met1.png
Scale bar: 20 µm.
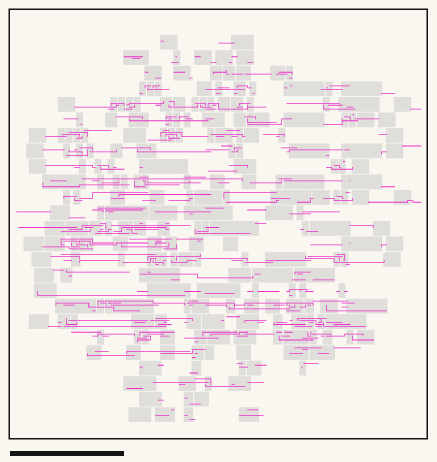
met2.png
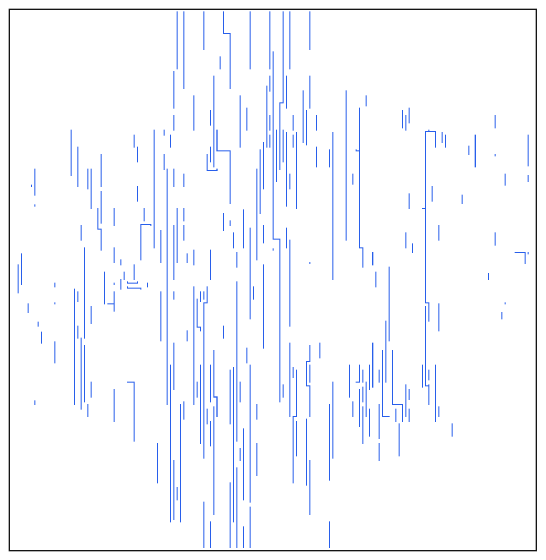
met3.png
Scale bar: 20 µm.
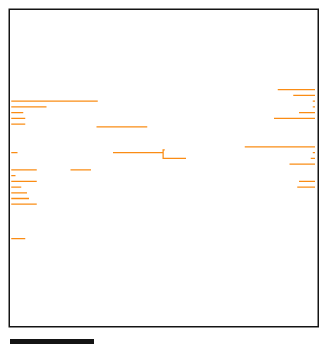
drive_strength.png
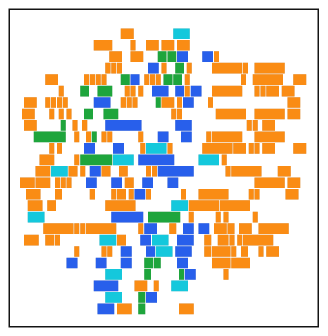
--- src/rtl/hazard_stall_unit_pkg.sv ---
// ---------------------------------------------------------------------------
// hazard_stall_unit_pkg
// Shared pipeline definitions for the hazard/stall controller of the 5-stage
// MIPS core: register index width, zero register, nop encodings of the
// tracked shadow fields and the controller state encoding.
// ---------------------------------------------------------------------------
package hazard_stall_unit_pkg;

   localparam int REG_W = 5;
   localparam logic [REG_W-1:0] ZERO_REG = '0;

   typedef enum logic {
      RUN     = 1'b0,
      MD_BUSY = 1'b1
   } hz_state_e;

   // Tracking info for the instruction sitting in ID/EX.
   typedef struct packed {
      logic [REG_W-1:0] rw;
      logic             wb;
      logic             ld;
      logic             md;
   } idex_shadow_t;

   // Tracking info for EX/ME and ME/WR: only the writeback fields matter.
   typedef struct packed {
      logic [REG_W-1:0] rw;
      logic             wb;
   } wb_shadow_t;

   localparam idex_shadow_t IDEX_NOP = '0;
   localparam wb_shadow_t   WB_NOP   = '0;

   function automatic wb_shadow_t to_wb(input idex_shadow_t s);
      wb_shadow_t r;
      r.rw = s.rw;
      r.wb = s.wb;
      return r;
   endfunction

endpackage

--- src/rtl/hazard_stall_unit_if.sv ---
// ---------------------------------------------------------------------------
// hazard_stall_unit_if
// Bundle between the pipeline datapath (master) and the hazard/stall
// controller (slave).
//   ID side   : id_Rs, id_Rt, id_use_rs, id_use_rt, id_Rw, id_wb,
//               id_memread, id_md, ex_br_taken          (master -> slave)
//   Controls  : pc_write, if_id_write, if_id_flush, id_ex_write,
//               id_ex_bubble, ex_me_bubble, md_busy     (slave -> master)
//   Tracking  : ex_me_Rw, ex_me_wb, me_wr_Rw, me_wr_wb  (slave -> master)
// ---------------------------------------------------------------------------
interface hazard_stall_unit_if;
   import hazard_stall_unit_pkg::*;

   logic [REG_W-1:0] id_Rs;
   logic [REG_W-1:0] id_Rt;
   logic             id_use_rs;
   logic             id_use_rt;
   logic [REG_W-1:0] id_Rw;
   logic             id_wb;
   logic             id_memread;
   logic             id_md;
   logic             ex_br_taken;

   logic             pc_write;
   logic             if_id_write;
   logic             if_id_flush;
   logic             id_ex_write;
   logic             id_ex_bubble;
   logic             ex_me_bubble;
   logic             md_busy;

   logic [REG_W-1:0] ex_me_Rw;
   logic             ex_me_wb;
   logic [REG_W-1:0] me_wr_Rw;
   logic             me_wr_wb;

   modport master (
      output id_Rs, id_Rt, id_use_rs, id_use_rt, id_Rw, id_wb, id_memread,
             id_md, ex_br_taken,
      input  pc_write, if_id_write, if_id_flush, id_ex_write, id_ex_bubble,
             ex_me_bubble, md_busy, ex_me_Rw, ex_me_wb, me_wr_Rw, me_wr_wb
   );

   modport slave (
      input  id_Rs, id_Rt, id_use_rs, id_use_rt, id_Rw, id_wb, id_memread,
             id_md, ex_br_taken,
      output pc_write, if_id_write, if_id_flush, id_ex_write, id_ex_bubble,
             ex_me_bubble, md_busy, ex_me_Rw, ex_me_wb, me_wr_Rw, me_wr_wb
   );

endinterface

--- src/rtl/hazard_stall_unit_md_busy_counter.sv ---
// ---------------------------------------------------------------------------
// md_busy_counter
// Counts the remaining EX cycles of a mult/div.
//   clk, rst_n : clock, synchronous active-low reset
//   load       : start an operation (count <= MD_LATENCY-1)
//   done       : count is 1, i.e. this is the last stall cycle
// The count decrements to 0 and then idles there until the next load.
// ---------------------------------------------------------------------------
module md_busy_counter #(
   parameter int MD_LATENCY = 4,
   parameter int CNT_W      = 4
) (
   input  logic clk,
   input  logic rst_n,
   input  logic load,
   output logic done
);

   logic [CNT_W-1:0] count;

   // NOTE: sequential state is assigned with <= so every flop samples the
   // pre-edge values, independent of statement order.
   always_ff @(posedge clk) begin
      if (!rst_n) begin
         count <= '0;
      end else if (load) begin
         count <= CNT_W'(MD_LATENCY - 1);
      end else if (count != '0) begin
         count <= count - 1'b1;
      end
   end

   assign done = (count == CNT_W'(1));

endmodule

--- src/rtl/hazard_stall_unit.sv ---
// ---------------------------------------------------------------------------
// hazard_stall_unit
// Hazard controller for the 5-stage MIPS core. Shadows destination and
// writeback info of in-flight instructions (feeding the forwarding unit) and
// resolves load-use and mult/div hazards with stalls, bubbles and flushes.
//   clk, rst_n : clock, synchronous active-low reset
//   hz         : hazard_stall_unit_if.slave (ID inputs, controls, tracking)
//   stall_cnt, flush_cnt : statistics, only with HAZARD_STATS_EN defined
// Parameters: MD_LATENCY (EX cycles of mult/div, 2..16), CNT_W
// (2**CNT_W > MD_LATENCY).
// Optional feature macro: HAZARD_STATS_EN.
// ---------------------------------------------------------------------------
module hazard_stall_unit
   import hazard_stall_unit_pkg::*;
#(
   parameter int MD_LATENCY = 4,
   parameter int CNT_W      = 4
) (
   input  logic               clk,
   input  logic               rst_n,
   hazard_stall_unit_if.slave hz
`ifdef HAZARD_STATS_EN
   ,
   output logic [31:0]        stall_cnt,
   output logic [31:0]        flush_cnt
`endif
);

   hz_state_e    state;
   idex_shadow_t idex;
   wb_shadow_t   exme;
   wb_shadow_t   mewr;

   logic load_use;
   logic md_start;
   logic md_done;

   logic pc_write_c;
   logic if_id_write_c;
   logic if_id_flush_c;
   logic id_ex_write_c;
   logic id_ex_bubble_c;
   logic ex_me_bubble_c;
   logic md_busy_c;

   assign load_use = idex.ld & idex.wb &
                     ((hz.id_use_rs & (hz.id_Rs == idex.rw)) |
                      (hz.id_use_rt & (hz.id_Rt == idex.rw)));

   // The mult/div is in EX while its shadow sits in idex.
   assign md_start = rst_n & (state == RUN) & idex.md;

   md_busy_counter #(
      .MD_LATENCY (MD_LATENCY),
      .CNT_W      (CNT_W)
   ) u_md_cnt (
      .clk   (clk),
      .rst_n (rst_n),
      .load  (md_start),
      .done  (md_done)
   );

   // NOTE: every output gets a default before the case so no path leaves a
   // value unassigned, which would infer a latch.
   always_comb begin
      pc_write_c     = 1'b1;
      if_id_write_c  = 1'b1;
      if_id_flush_c  = 1'b0;
      id_ex_write_c  = 1'b1;
      id_ex_bubble_c = 1'b0;
      ex_me_bubble_c = 1'b0;
      md_busy_c      = 1'b0;
      if (!rst_n) begin
         pc_write_c     = 1'b0;
         if_id_write_c  = 1'b0;
         id_ex_write_c  = 1'b0;
         id_ex_bubble_c = 1'b1;
         ex_me_bubble_c = 1'b1;
      end else begin
         case (state)
            RUN: begin
               // A taken branch kills the ID instruction, so a load-use match
               // against it is irrelevant.
               if (hz.ex_br_taken) begin
                  if_id_flush_c  = 1'b1;
                  id_ex_bubble_c = 1'b1;
               end else if (load_use) begin
                  pc_write_c     = 1'b0;
                  if_id_write_c  = 1'b0;
                  id_ex_bubble_c = 1'b1;
               end
            end
            MD_BUSY: begin
               pc_write_c     = 1'b0;
               if_id_write_c  = 1'b0;
               id_ex_write_c  = 1'b0;
               ex_me_bubble_c = 1'b1;
               md_busy_c      = 1'b1;
            end
            default: ;
         endcase
      end
   end

   always_ff @(posedge clk) begin
      if (!rst_n) begin
         state <= RUN;
      end else begin
         case (state)
            RUN:     if (idex.md) state <= MD_BUSY;
            MD_BUSY: if (md_done) state <= RUN;
            default: state <= RUN;
         endcase
      end
   end

   // NOTE: the shadows are plain registers, so all of them clear on reset;
   // a stale Rw/wb after reset would misdirect the forwarding unit.
   always_ff @(posedge clk) begin
      if (!rst_n) begin
         idex <= IDEX_NOP;
         exme <= WB_NOP;
         mewr <= WB_NOP;
      end else begin
         mewr <= exme;
         exme <= ex_me_bubble_c ? WB_NOP : to_wb(idex);
         if (id_ex_write_c) begin
            if (id_ex_bubble_c) begin
               idex <= IDEX_NOP;
            end else begin
               // Writes to $0 are discarded, so never advertise them.
               idex <= '{rw: hz.id_Rw,
                         wb: hz.id_wb & (hz.id_Rw != ZERO_REG),
                         ld: hz.id_memread,
                         md: hz.id_md};
            end
         end
      end
   end

`ifdef HAZARD_STATS_EN
   always_ff @(posedge clk) begin
      if (!rst_n) begin
         stall_cnt <= '0;
         flush_cnt <= '0;
      end else begin
         if (!pc_write_c && (stall_cnt != '1)) stall_cnt <= stall_cnt + 1'b1;
         if ((state == RUN) && hz.ex_br_taken && (flush_cnt != '1))
            flush_cnt <= flush_cnt + 1'b1;
      end
   end
`endif

   assign hz.pc_write     = pc_write_c;
   assign hz.if_id_write  = if_id_write_c;
   assign hz.if_id_flush  = if_id_flush_c;
   assign hz.id_ex_write  = id_ex_write_c;
   assign hz.id_ex_bubble = id_ex_bubble_c;
   assign hz.ex_me_bubble = ex_me_bubble_c;
   assign hz.md_busy      = md_busy_c;

   assign hz.ex_me_Rw = exme.rw;
   assign hz.ex_me_wb = exme.wb;
   assign hz.me_wr_Rw = mewr.rw;
   assign hz.me_wr_wb = mewr.wb;

endmodule

--- src/flat_wrapper.sv ---
// flat-port wrapper written by rule: the top's interface ports become plain ports
module hazard_stall_unit_flat import hazard_stall_unit_pkg::*;
#(
   parameter int MD_LATENCY = 4,
   parameter int CNT_W      = 4
)
  (clk, rst_n, hz_id_Rs, hz_id_Rt, hz_id_use_rs, hz_id_use_rt, hz_id_Rw, hz_id_wb, hz_id_memread, hz_id_md, hz_ex_br_taken, hz_pc_write, hz_if_id_write, hz_if_id_flush, hz_id_ex_write, hz_id_ex_bubble, hz_ex_me_bubble, hz_md_busy, hz_ex_me_Rw, hz_ex_me_wb, hz_me_wr_Rw, hz_me_wr_wb);
  hazard_stall_unit_if hz_i ();
  input  logic clk;
  input  logic rst_n;
  input wire logic [$bits(hz_i.id_Rs)-1:0] hz_id_Rs;
  input wire logic [$bits(hz_i.id_Rt)-1:0] hz_id_Rt;
  input wire logic [$bits(hz_i.id_use_rs)-1:0] hz_id_use_rs;
  input wire logic [$bits(hz_i.id_use_rt)-1:0] hz_id_use_rt;
  input wire logic [$bits(hz_i.id_Rw)-1:0] hz_id_Rw;
  input wire logic [$bits(hz_i.id_wb)-1:0] hz_id_wb;
  input wire logic [$bits(hz_i.id_memread)-1:0] hz_id_memread;
  input wire logic [$bits(hz_i.id_md)-1:0] hz_id_md;
  input wire logic [$bits(hz_i.ex_br_taken)-1:0] hz_ex_br_taken;
  output wire logic [$bits(hz_i.pc_write)-1:0] hz_pc_write;
  output wire logic [$bits(hz_i.if_id_write)-1:0] hz_if_id_write;
  output wire logic [$bits(hz_i.if_id_flush)-1:0] hz_if_id_flush;
  output wire logic [$bits(hz_i.id_ex_write)-1:0] hz_id_ex_write;
  output wire logic [$bits(hz_i.id_ex_bubble)-1:0] hz_id_ex_bubble;
  output wire logic [$bits(hz_i.ex_me_bubble)-1:0] hz_ex_me_bubble;
  output wire logic [$bits(hz_i.md_busy)-1:0] hz_md_busy;
  output wire logic [$bits(hz_i.ex_me_Rw)-1:0] hz_ex_me_Rw;
  output wire logic [$bits(hz_i.ex_me_wb)-1:0] hz_ex_me_wb;
  output wire logic [$bits(hz_i.me_wr_Rw)-1:0] hz_me_wr_Rw;
  output wire logic [$bits(hz_i.me_wr_wb)-1:0] hz_me_wr_wb;
  assign hz_i.id_Rs = hz_id_Rs;
  assign hz_i.id_Rt = hz_id_Rt;
  assign hz_i.id_use_rs = hz_id_use_rs;
  assign hz_i.id_use_rt = hz_id_use_rt;
  assign hz_i.id_Rw = hz_id_Rw;
  assign hz_i.id_wb = hz_id_wb;
  assign hz_i.id_memread = hz_id_memread;
  assign hz_i.id_md = hz_id_md;
  assign hz_i.ex_br_taken = hz_ex_br_taken;
  assign hz_pc_write = hz_i.pc_write;
  assign hz_if_id_write = hz_i.if_id_write;
  assign hz_if_id_flush = hz_i.if_id_flush;
  assign hz_id_ex_write = hz_i.id_ex_write;
  assign hz_id_ex_bubble = hz_i.id_ex_bubble;
  assign hz_ex_me_bubble = hz_i.ex_me_bubble;
  assign hz_md_busy = hz_i.md_busy;
  assign hz_ex_me_Rw = hz_i.ex_me_Rw;
  assign hz_ex_me_wb = hz_i.ex_me_wb;
  assign hz_me_wr_Rw = hz_i.me_wr_Rw;
  assign hz_me_wr_wb = hz_i.me_wr_wb;
  hazard_stall_unit #(.MD_LATENCY(MD_LATENCY), .CNT_W(CNT_W)) u_core (.clk(clk), .rst_n(rst_n), .hz(hz_i));
endmodule
--- config.mk ---
export PLATFORM = sky130hd
export DESIGN_NAME = hazard_stall_unit_flat
export DESIGN_NICKNAME = d
export VERILOG_FILES = /design/src/rtl/hazard_stall_unit_pkg.sv /design/src/rtl/hazard_stall_unit_if.sv /design/src/rtl/hazard_stall_unit_md_busy_counter.sv /design/src/rtl/hazard_stall_unit.sv /design/src/flat_wrapper.sv
export SDC_FILE = /design/constraint.sdc
export NUM_CORES = 1
export LEC_CHECK = 0
export ABC_AREA = 1
export ABC_CLOCK_PERIOD_IN_PS = 1310
export CORE_AREA = 2 2 71 73
export DETAILED_ROUTE_END_ITERATION = 10
export DIE_AREA = 0 0 73 75
export HOLD_SLACK_MARGIN = 0.1
export PLACE_DENSITY_LB_ADDON = 0.12
export SLEW_MARGIN = 30
export SYNTH_ARGS = -nofsm -noshare
export SYNTH_HDL_FRONTEND = slang
export SYNTH_SLANG_ARGS = --single-unit
--- constraint.sdc ---
create_clock -name clk -period 1.31 [get_ports clk]
set_input_delay 0.3275 -clock clk [delete_from_list [all_inputs] [get_ports clk]]
set_output_delay 0.3275 -clock clk [all_outputs]
set_load 0.01 [all_outputs]
==> results.cfg <==
; generated from flow reports
[die]
io_pins = 42
fp.dieH_um = 75

[synth]
synthTopCellsByArea = dfxtp_1, nand2_1, inv_1, nor2_1, nand4_1
top_cell_area_share_pct = 44.5
synth_area_per_cell_um2 = 6.85

[route]
drt-initial-drc-count = 17
wl_per_cell_um = 9.63
drt_first_pass_iters = 4
totalWireLength_mm = 2.79

[final_timing]
fin_ws_ps = -435
finClkSkew_ps = 1.31
finalSetupViolations = 7
rsz0062_at_grt = true
final.period_utilization_pct = 133

[setup_path]
path_max_fanout = 4
cpPeakStageDelay_ps = 390
crit_path_end = hz_pc_write
r2r-end = u_core.idex[7]
path_depth = 9
r2r_start = u_core.idex[6]

[grt]
grt_pass1_vias = 984

[run_status]
status = complete, but fails checks
violations = setup timing

[worst_hold_path]
hold_depth = 2

[clocking]
cts_tree = built

[placed_design]
routabilityCongestion = 0.747
Notes on met1.png above:
share of all routed wire: 48%
longest straight run: 28.1 µm
nets with wire on the layer: 226
wire length on this layer: 1,350 µm

Notes on met2.png above:
main direction: vertical
nets with wire on the layer: 189
longest straight run: 32.6 µm
share of all routed wire: 46%
wire length on this layer: 1,280 µm

Notes on met3.png above:
longest straight run: 20.2 µm
wire length on this layer: 161 µm
nets with wire on the layer: 28

Notes on drive_strength.png above:
legend:
  orange:
    size: drive 1 or less
    cells: 161
    share: 68%
  blue:
    size: drive 3 to 4
    cells: 40
    share: 17%
  green:
    size: drive 2
    cells: 22
    share: 9.3%
  cyan:
    size: drive 6 and up
    cells: 13
    share: 5.5%

## layout by cell type (no fill, tap or decap), drive strengths merged
master         instances
clkbuf                 3
xnor2                  2
nor3b                  1
buf                   37
ha                     3
dlygate4sd2           24
clkdlybuf4s15          1
o221ai                 1
nand4                  8
nand2                 60
clkinv                 2
nor2                  22
o21ai                  3
dlymetal6s2s           1
dfxtp                 25
nor3                   1
clkinvlp               1
clkdlybuf4s50          8
inv                   27
a21oi                  2
nand3                  3
a31oi                  1
## tightest hold or removal path, cell delays in order (launching register included)
cell	delay [ps]
dfxtp_1	310
nand2_1	60
inv_1	30
## per-layer routing
layer / share of wire [%] / routed length [µm]
met5: 0 / 0
met4: 0.21 / 6
met3: 5.7 / 160
met2: 46 / 1280
met1: 48 / 1350
## logic make-up (layout without fill, tap and decap cells)
logic type | after synthesis | after routing | synth area share, %
AND-OR/OR-AND | 7 | 7 | 3.90
XOR/XNOR | 2 | 2 | 1.56
adder cells (fa/ha/maj) | 3 | 3 | 3.34
buffers and inverters | 32 | 104 | 11.2
flip-flops | 25 | 25 | 44.5
AND/OR/NAND/NOR | 95 | 95 | 35.4
## through the flow
step / setup TNS [ps] / cells / util [%] / power (mW) / hold WS [ps]
finish: -1420 / 290 / 42.0 / 1.99 / 430
CTS: -1610 / 288 / 40.2 / 1.99 / 434
global placement: -11420 / 276 / 37.9 / 1.52 / 424
detailed placement: -11390 / 276 / 37.9 / 1.52 / 425
global route: -2210 / 290 / 42.0 / 2.14 / 448
floorplan: -31.9 / 164 / - / 1.27 / 422
## what timing repair did
| item | CTS | global route |
|---|---|---|
| gates resized | 71 | 24 |
| endpoints found under the hold margin | 0 | 0 |
| setup buffers | 9 | 4 |
| endpoints found under the setup margin | 27 | 15 |
| pin swaps | 15 | 12 |
| gates cloned | 0 | 0 |
## sequential cells by signal, indices dropped and copies added, names as in the netlist
| signal | cells |
|---|---|
| u_core.state | 1 |
| u_core.idex | 8 |
| u_core.hz.ex_me_wb | 1 |
| u_core.hz.me_wr_Rw | 5 |
| u_core.u_md_cnt.count | 4 |
| u_core.hz.ex_me_Rw | 5 |
| u_core.hz.me_wr_wb | 1 |
## layout make-up
| type | instances | area [µm²] | share of cell area, % |
|---|---|---|---|
| Sequential cell | 25 | 515 | 26.3 |
| Multi-Input combinational cell | 107 | 584 | 29.8 |
| Clock inverter | 1 | 7.51 | 0.383 |
| Inverter | 29 | 123 | 6.26 |
| Tap cell | 54 | 67.6 | 3.45 |
| Timing Repair Buffer | 71 | 621 | 31.7 |
| Clock buffer | 3 | 41.3 | 2.11 |
## power by group through the flow
stage / clock network [mW] / logic [mW] / registers [mW]
6_report: 0.453 / 0.622 / 0.918
5_1_grt: 0.509 / 0.697 / 0.933
4_1_cts: 0.475 / 0.597 / 0.918
3_5_place_dp: 0 / 0.580 / 0.936
3_3_place_gp: 0 / 0.579 / 0.936
2_1_floorplan: 0 / 0.344 / 0.924
Power and IR drop assume default switching activity.
